### config.mk
export PLATFORM = sky130hd
export DESIGN_NAME = store_buffer_flat
export DESIGN_NICKNAME = d
export VERILOG_FILES = /design/src/rtl/store_buffer_if.sv /design/src/rtl/store_buffer.sv /design/src/flat_wrapper.sv
export SDC_FILE = /design/constraint.sdc
export NUM_CORES = 1
export LEC_CHECK = 0
export ABC_AREA = 1
export CELL_PAD_IN_SITES_DETAIL_PLACEMENT = 1
export CELL_PAD_IN_SITES_GLOBAL_PLACEMENT = 1
export CORE_MARGIN = 2
export CORE_UTILIZATION = 42
export DETAILED_ROUTE_END_ITERATION = 10
export DONT_BUFFER_PORTS = 1
export GPL_TIMING_DRIVEN = 0
export PLACE_DENSITY_LB_ADDON = 0.1
export SETUP_SLACK_MARGIN = 0.02
export SYNTH_ARGS = -nofsm -noshare
export SYNTH_HDL_FRONTEND = slang
export SYNTH_SLANG_ARGS = --single-unit
### constraint.sdc
create_clock -name clk -period 3.95 [get_ports clk]
set_input_delay 0.5925 -clock clk [delete_from_list [all_inputs] [get_ports clk]]
set_output_delay 0.5925 -clock clk [all_outputs]
set_load 0.02 [all_outputs]
### src/rtl/store_buffer_if.sv
// -----------------------------------------------------------------------------
// store_buffer_if
// Groups the signals between the store buffer, the pipeline MEM stage and the
// word-addressed data memory.
//   Pipeline store : st_valid, st_addr, st_data  -> buffer; st_ready <- buffer
//   Pipeline load  : ld_valid, ld_addr           -> buffer;
//                    ld_fwd_valid, ld_fwd_data   <- buffer (registered)
//   Data memory    : mem_read_enable, mem_write_enable, mem_address,
//                    mem_write_data              <- buffer
//   Status         : empty                       <- buffer
// Modports: slave = store buffer side, master = pipeline/memory side.
// -----------------------------------------------------------------------------
interface store_buffer_if;
    logic        st_valid;
    logic [31:0] st_addr;
    logic [31:0] st_data;
    logic        st_ready;
    logic        ld_valid;
    logic [31:0] ld_addr;
    logic        ld_fwd_valid;
    logic [31:0] ld_fwd_data;
    logic        mem_read_enable;
    logic        mem_write_enable;
    logic [31:0] mem_address;
    logic [31:0] mem_write_data;
    logic        empty;

    modport slave (
        input  st_valid, st_addr, st_data, ld_valid, ld_addr,
        output st_ready, ld_fwd_valid, ld_fwd_data,
               mem_read_enable, mem_write_enable, mem_address, mem_write_data,
               empty
    );

    modport master (
        output st_valid, st_addr, st_data, ld_valid, ld_addr,
        input  st_ready, ld_fwd_valid, ld_fwd_data,
               mem_read_enable, mem_write_enable, mem_address, mem_write_data,
               empty
    );
endinterface

### src/rtl/store_buffer.sv
// -----------------------------------------------------------------------------
// store_buffer
// Posted-write buffer between the MEM stage and the data memory. Stores enter
// a FIFO and retire to memory whenever no load miss needs the port. Loads are
// forwarded from the youngest matching buffered store, or else issue a
// one-cycle memory read; the forwarded result is registered so both sources
// arrive one cycle after the request.
// Ports:
//   clk   - clock, rising edge
//   reset - synchronous, active-low reset
//   bus   - store_buffer_if.slave (pipeline store/load, memory port, status)
// Parameters:
//   DEPTH - number of buffered stores (power of two, >= 2)
//   PTR_W - log2(DEPTH)
// -----------------------------------------------------------------------------
module store_buffer #(
    parameter int DEPTH = 4,
    parameter int PTR_W = 2
) (
    input  logic          clk,
    input  logic          reset,
    store_buffer_if.slave bus
);

    localparam logic [PTR_W-1:0] PTR_ONE    = PTR_W'(1'b1);
    localparam logic [PTR_W:0]   CNT_ONE    = (PTR_W+1)'(1'b1);
    localparam logic [PTR_W:0]   CNT_FULL   = (PTR_W+1)'(DEPTH);
    localparam logic [PTR_W:0]   CNT_ZERO   = (PTR_W+1)'(1'b0);

    logic [31:0]      r_addr [DEPTH];
    logic [31:0]      r_data [DEPTH];
    logic [PTR_W-1:0] r_head;
    logic [PTR_W-1:0] r_tail;
    logic [PTR_W:0]   r_count;
    logic             r_fwd_valid;
    logic [31:0]      r_fwd_data;

    logic             w_hit;
    logic [31:0]      w_fwd;
    logic             w_ld_miss;
    logic             w_drain;
    logic             w_push;
    logic             w_st_ready;
    logic             w_mem_re;
    logic             w_mem_we;
    logic [31:0]      w_mem_addr;
    logic [31:0]      w_mem_wdata;

    assign w_st_ready = (r_count != CNT_FULL);
    assign w_push     = bus.st_valid & w_st_ready;
    assign w_ld_miss  = bus.ld_valid & ~w_hit;
    // A load miss owns the memory port; draining waits for it.
    assign w_drain    = (r_count != CNT_ZERO) & ~w_ld_miss;

    // Search valid entries from oldest to youngest; the last match wins, so the
    // result is the youngest matching store.
    always_comb begin
        logic [PTR_W-1:0] v_idx;
        v_idx = {PTR_W{1'b0}};
        w_hit = 1'b0;
        w_fwd = 32'h0000_0000;
        for (int i = 0; i < DEPTH; i++) begin
            v_idx = r_head + i[PTR_W-1:0];
            if ((i < int'(r_count)) && (r_addr[v_idx][31:2] == bus.ld_addr[31:2])) begin
                w_hit = 1'b1;
                w_fwd = r_data[v_idx];
            end else begin
                w_hit = w_hit;
                w_fwd = w_fwd;
            end
        end
    end

    // Memory port arbitration: held at zero in reset, load miss before drain.
    always_comb begin
        w_mem_re    = 1'b0;
        w_mem_we    = 1'b0;
        w_mem_addr  = 32'h0000_0000;
        w_mem_wdata = 32'h0000_0000;
        if (!reset) begin
            w_mem_re    = 1'b0;
            w_mem_we    = 1'b0;
        end else if (w_ld_miss) begin
            w_mem_re    = 1'b1;
            w_mem_addr  = bus.ld_addr;
        end else if (w_drain) begin
            w_mem_we    = 1'b1;
            w_mem_addr  = r_addr[r_head];
            w_mem_wdata = r_data[r_head];
        end else begin
            w_mem_re    = 1'b0;
            w_mem_we    = 1'b0;
        end
    end

    // Entry storage; contents need no reset because count qualifies them.
    always_ff @(posedge clk) begin
        if (w_push) begin
            r_addr[r_tail] <= bus.st_addr;
            r_data[r_tail] <= bus.st_data;
        end
    end

    // Pointers, occupancy and registered forward result.
    always_ff @(posedge clk) begin
        if (!reset) begin
            r_head      <= {PTR_W{1'b0}};
            r_tail      <= {PTR_W{1'b0}};
            r_count     <= CNT_ZERO;
            r_fwd_valid <= 1'b0;
            r_fwd_data  <= 32'h0000_0000;
        end else begin
            if (w_push) begin
                r_tail <= r_tail + PTR_ONE;
            end
            if (w_drain) begin
                r_head <= r_head + PTR_ONE;
            end
            case ({w_push, w_drain})
                2'b10:   r_count <= r_count + CNT_ONE;
                2'b01:   r_count <= r_count - CNT_ONE;
                default: r_count <= r_count;
            endcase
            r_fwd_valid <= bus.ld_valid & w_hit;
            r_fwd_data  <= w_hit ? w_fwd : 32'h0000_0000;
        end
    end

    assign bus.st_ready         = w_st_ready;
    assign bus.empty            = (r_count == CNT_ZERO);
    assign bus.ld_fwd_valid     = r_fwd_valid;
    assign bus.ld_fwd_data      = r_fwd_data;
    assign bus.mem_read_enable  = w_mem_re;
    assign bus.mem_write_enable = w_mem_we;
    assign bus.mem_address      = w_mem_addr;
    assign bus.mem_write_data   = w_mem_wdata;

endmodule

### src/flat_wrapper.sv
// flat-port wrapper written by rule: the top's interface ports become plain ports
module store_buffer_flat 
#(
    parameter int DEPTH = 4,
    parameter int PTR_W = 2
)
  (clk, reset, bus_st_valid, bus_st_addr, bus_st_data, bus_ld_valid, bus_ld_addr, bus_st_ready, bus_ld_fwd_valid, bus_ld_fwd_data, bus_mem_read_enable, bus_mem_write_enable, bus_mem_address, bus_mem_write_data, bus_empty);
  store_buffer_if bus_i ();
  input  logic clk;
  input  logic reset;
  input wire logic [$bits(bus_i.st_valid)-1:0] bus_st_valid;
  input wire logic [$bits(bus_i.st_addr)-1:0] bus_st_addr;
  input wire logic [$bits(bus_i.st_data)-1:0] bus_st_data;
  input wire logic [$bits(bus_i.ld_valid)-1:0] bus_ld_valid;
  input wire logic [$bits(bus_i.ld_addr)-1:0] bus_ld_addr;
  output wire logic [$bits(bus_i.st_ready)-1:0] bus_st_ready;
  output wire logic [$bits(bus_i.ld_fwd_valid)-1:0] bus_ld_fwd_valid;
  output wire logic [$bits(bus_i.ld_fwd_data)-1:0] bus_ld_fwd_data;
  output wire logic [$bits(bus_i.mem_read_enable)-1:0] bus_mem_read_enable;
  output wire logic [$bits(bus_i.mem_write_enable)-1:0] bus_mem_write_enable;
  output wire logic [$bits(bus_i.mem_address)-1:0] bus_mem_address;
  output wire logic [$bits(bus_i.mem_write_data)-1:0] bus_mem_write_data;
  output wire logic [$bits(bus_i.empty)-1:0] bus_empty;
  assign bus_i.st_valid = bus_st_valid;
  assign bus_i.st_addr = bus_st_addr;
  assign bus_i.st_data = bus_st_data;
  assign bus_i.ld_valid = bus_ld_valid;
  assign bus_i.ld_addr = bus_ld_addr;
  assign bus_st_ready = bus_i.st_ready;
  assign bus_ld_fwd_valid = bus_i.ld_fwd_valid;
  assign bus_ld_fwd_data = bus_i.ld_fwd_data;
  assign bus_mem_read_enable = bus_i.mem_read_enable;
  assign bus_mem_write_enable = bus_i.mem_write_enable;
  assign bus_mem_address = bus_i.mem_address;
  assign bus_mem_write_data = bus_i.mem_write_data;
  assign bus_empty = bus_i.empty;
  store_buffer #(.DEPTH(DEPTH), .PTR_W(PTR_W)) u_core (.clk(clk), .reset(reset), .bus(bus_i));
endmodule
**Metal 4**

Bar = 50 microns. Supply wires on this layer in gray.
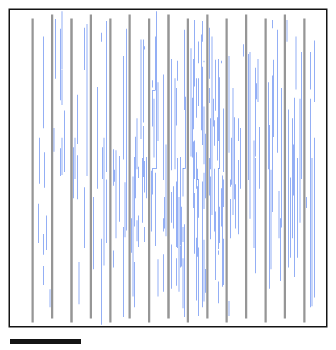
main direction	vertical
longest straight run	146 microns

**Metal 1**

Bar = 50 microns. Supply wires on this layer in gray.
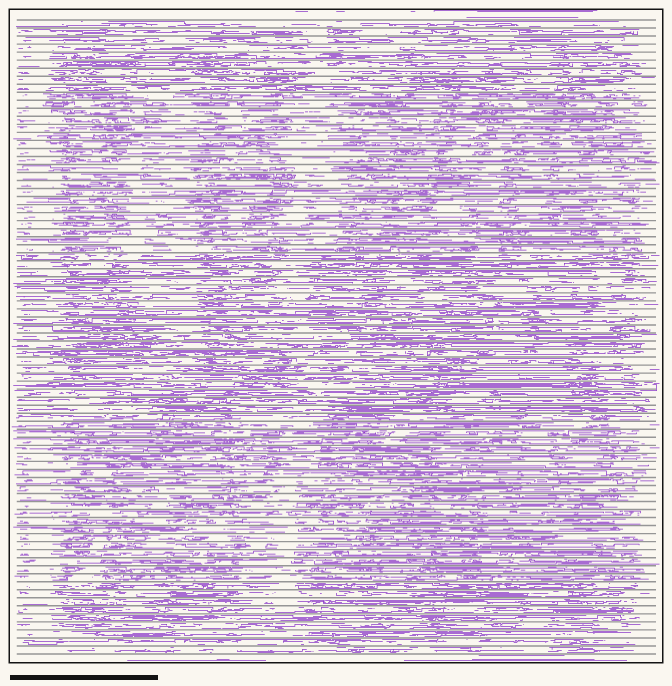
share of all routed wire	36%
longest straight run	81.4 microns
main direction	horizontal
nets with wire on the layer	2934

==> impl_report.txt <==
PHYSICAL IMPLEMENTATION REPORT
----------------------------------------------------
[Status]
  Result of the run ........................ finished, violations left
  Failing checks ........................ setup timing

[Timing]
  Setup violation total in the final timing report ........................ ~66
  Worst max-slew margin expressed relative to the limit ........................ about 9%
  Measured slew at the worst slew-check pin ........................ 1.37 ns
  Final worst-path setup slack ........................ -0.353 ns
  Total count of hold-check failures in the final report ........................ 0
  Sum of negative setup slack ........................ -17.44 ns
  RSZ-0062 raised after global routing ........................ true
  Final Slew Violations ........................ 0

[Drt]
  Wire length on met3 ........................ between 9000 and 10000 microns
  Detailed-router iteration count before antenna repair ........................ 5
  Routed Antenna Nets ........................ 0
  Post-detailed-route wirelength per cell ........................ ~29 microns
  Iteration-0 DRC Markers ........................ about 2200
  Met1 wire length ........................ 38000 microns
  Routed wire length ........................ approximately 110000 microns
  Total vias in the final route ........................ between 20000 and 25000

[Final layout]
  Clock-cell share of area ........................ under 10%
  Fraction of area in multi-input gates ........................ 44.2%
  Combined flip-flop and latch cell area ........................ around 8500 sq um
  Fraction of area in registers ........................ between 30% and 40%
  Final Cell Area ........................ 24600 sq um
  Non-clock inverters ........................ 173
  Leading cell types in the layout, fill and taps excluded ........................ nand2_1 (1378), edfxtp_1 (256), nand3_1 (228)
  Fin util ........................ a little over half
  Cell type taking the most area ........................ logic gates
  Fraction of area in non-clock buffers ........................ a little over a tenth
  Combinational gate count ........................ roughly 2300
  Fraction of layout instances using a drive strength above 1 ........................ approximately an eighth
  Most frequent logic cell in the layout ........................ nand2_1
  Diode count ........................ 0
  Footprint of the multi-input gates ........................ 10900 sq um
  Layout net count ........................ 3125

[Min path]
  Tightest Hold Check Type ........................ in2reg
  Worst min-delay path endpoint ........................ u_core.r_data[1][11]$_DFFE_PP_
  Depth of the worst hold-timing path ........................ 0

[Pwr]
  Proportion of power drawn by the clock network ........................ 19.9%
  Pleak ........................ roughly 11 nW
  Net Sw Frac ........................ about half
  Cell internal pwr ........................ 8.51 mW
  Portion of total power attributed to sequential cells ........................ a little under a quarter
  Net load switching power ........................ ~8.4 mW
  Ratio of total power to cell area ........................ between 600 and 700 nW/um^2

[Synthesis]
  Total standard cell area after synthesis ........................ a little under 20000 sq um
  Net Count, Synth ........................ approximately 3000
  Mapped Avg Cell Area ........................ ~6.8 sq um
  Count of state elements after synthesis ........................ between 200 and 300
  Yosys cell count ........................ slightly below 3000
  Number of warnings reported in the yosys synthesis log ........................ 0
  Area share of the largest cell type after synthesis ........................ 38.9%
  Syn Inst Count ........................ 2917
  Cells taking the most area after synthesis ........................ edfxtp_1 (39%), nand2_1 (28%), nand3_1 (6.1%)
  Sequential element share of the synthesized area ........................ around 43%

[Floorplan]
  Initial core utilization ........................ roughly 42%
  Area of the chip ........................ 48800 sq um

[Critical path]
  Minimum setup slack among reg-to-reg paths ........................ 0.21 ns
  Reg2reg start ........................ u_core.r_head[0]$_SDFFE_PN0N_
  Series of cell instances along the critical path ........................ buf_12, inv_16, buf_16, bufbuf_16, nand2_1, nand2_1, nand2_2, nand2_2, nand2_2, nand2_2, nor2_2, nand2_1, nor2_1, nand2_2, nor2_4, nor2_4, nand3_4, nand2_8, nor2_4, buf_6, buf_12, buf_16, nand2_1, nand2_2
  Library cell contributing the largest single delay on the critical path ........................ dfxtp_2
  Buf+Inv Stages, Crit Path ........................ 7
  Cell depth of the worst flop-to-flop path ........................ 23
  Worst-path maximum fanout ........................ 8
  Required @ worst endpoint ........................ 3.36 ns
  Critical path launch point type ........................ flop
  Capture instance of the worst register-to-register path ........................ u_core.bus.ld_fwd_data[11]$_SDFF_PN0_

[Placed design]
  Number of port buffers ........................ 0
  GP Congestion ........................ 0.975
  Minimum setup slack after placement ........................ -1.07 ns
  Cell count after placement ........................ between 3000 and 4000
  Placed wire-length estimate ........................ just over 70000 microns

[Job]
  Max-cap violations ........................ 0

[Clock network]
  CTS max path bufs ........................ 3
  Clock sink total ........................ ~300
  Clock slew seen by the registers of the worst setup and hold paths ........................ around 0.070 ns
  Cell chosen for the clock root ........................ clkbuf_16
  Post-cts hold-fix buffer tally ........................ 0
  Worst-skew pair later-pin latency ........................ about 0.6 ns
  TritonCTS clock tree ........................ done
  CTS Buf Count ........................ 37

[Global route]
  Number of antenna violations at the first check in global routing ........................ 4
  Largest net degree at the start of global routing ........................ 28
  First-pass GRT wire length ........................ about 150000 microns
  Via count of the first global-routing pass ........................ approximately 23000
  GRT met1 Usage ........................ a little under half
  Most heavily used metal layer in global routing ........................ met2

----------------------------------------------------
## cells by family (layout without fill, tap and decap cells)
logic type | count (synthesis) | count (layout) | synth area share [%]
buf+inv | 343 | 469 | 7.38
flops | 298 | 298 | 43.1
fa+ha+maj | 9 | 9 | 0.569
simple gates | 1944 | 1946 | 38.9
xor+xnor | 2 | 2 | 0.0886
compound gates | 321 | 321 | 9.97
## worst max-delay path by stage
stage	start	to	slack, ns	cells past startpoint
3_3_place_gp	u_core.r_count[0]$_SDFFE_PN0P_	u_core.r_addr[1][5]$_DFFE_PP_	-3.72	5
2_1_floorplan	u_core.r_count[0]$_SDFFE_PN0P_	u_core.r_addr[0][0]$_DFFE_PP_	-0.27	5
5_1_grt	u_core.r_head[0]$_SDFFE_PN0N_	bus_mem_address[18]	-0.44	21
6_report	u_core.r_head[0]$_SDFFE_PN0N_	bus_mem_address[18]	-0.35	24
4_1_cts	u_core.r_head[0]$_SDFFE_PN0N_	bus_mem_write_data[26]	-0.19	21
3_5_place_dp	flop	bus_mem_address[22]	-1.07	18
## cell usage after synthesis (all sizes together)
cell / count
a21boi: 1
a21oi: 72
a221oi: 32
and2: 1
and3: 1
buf: 84
clkbuf: 86
dfxtp: 42
edfxtp: 256
ha: 9
inv: 173
nand2: 1489
nand3: 243
nor2: 177
nor3: 32
o211ai: 32
o21ai: 118
o22ai: 34
o2bb2ai: 32
or2: 1
xor2: 2
## power groups by stage
stage                     logic (mW)  registers [mW]  clock network [mW]
after CTS                       8.79            3.82                3.36
after global placement          7.23            3.92                   0
final                           9.71            3.84                3.37
after floorplan                 4.50            3.86                   0
after global routing            10.1            3.86                3.49
after detailed placement        7.47            3.88                   0
## timing repair
action                     in CTS  in global routing
resized                       379                132
buffers inserted               23                  8
setup endpoints to repair      96                 66
pin swaps                      32                 35
cloned                          8                 12
No activity file was given, so power comes from the tool's default toggle rates.
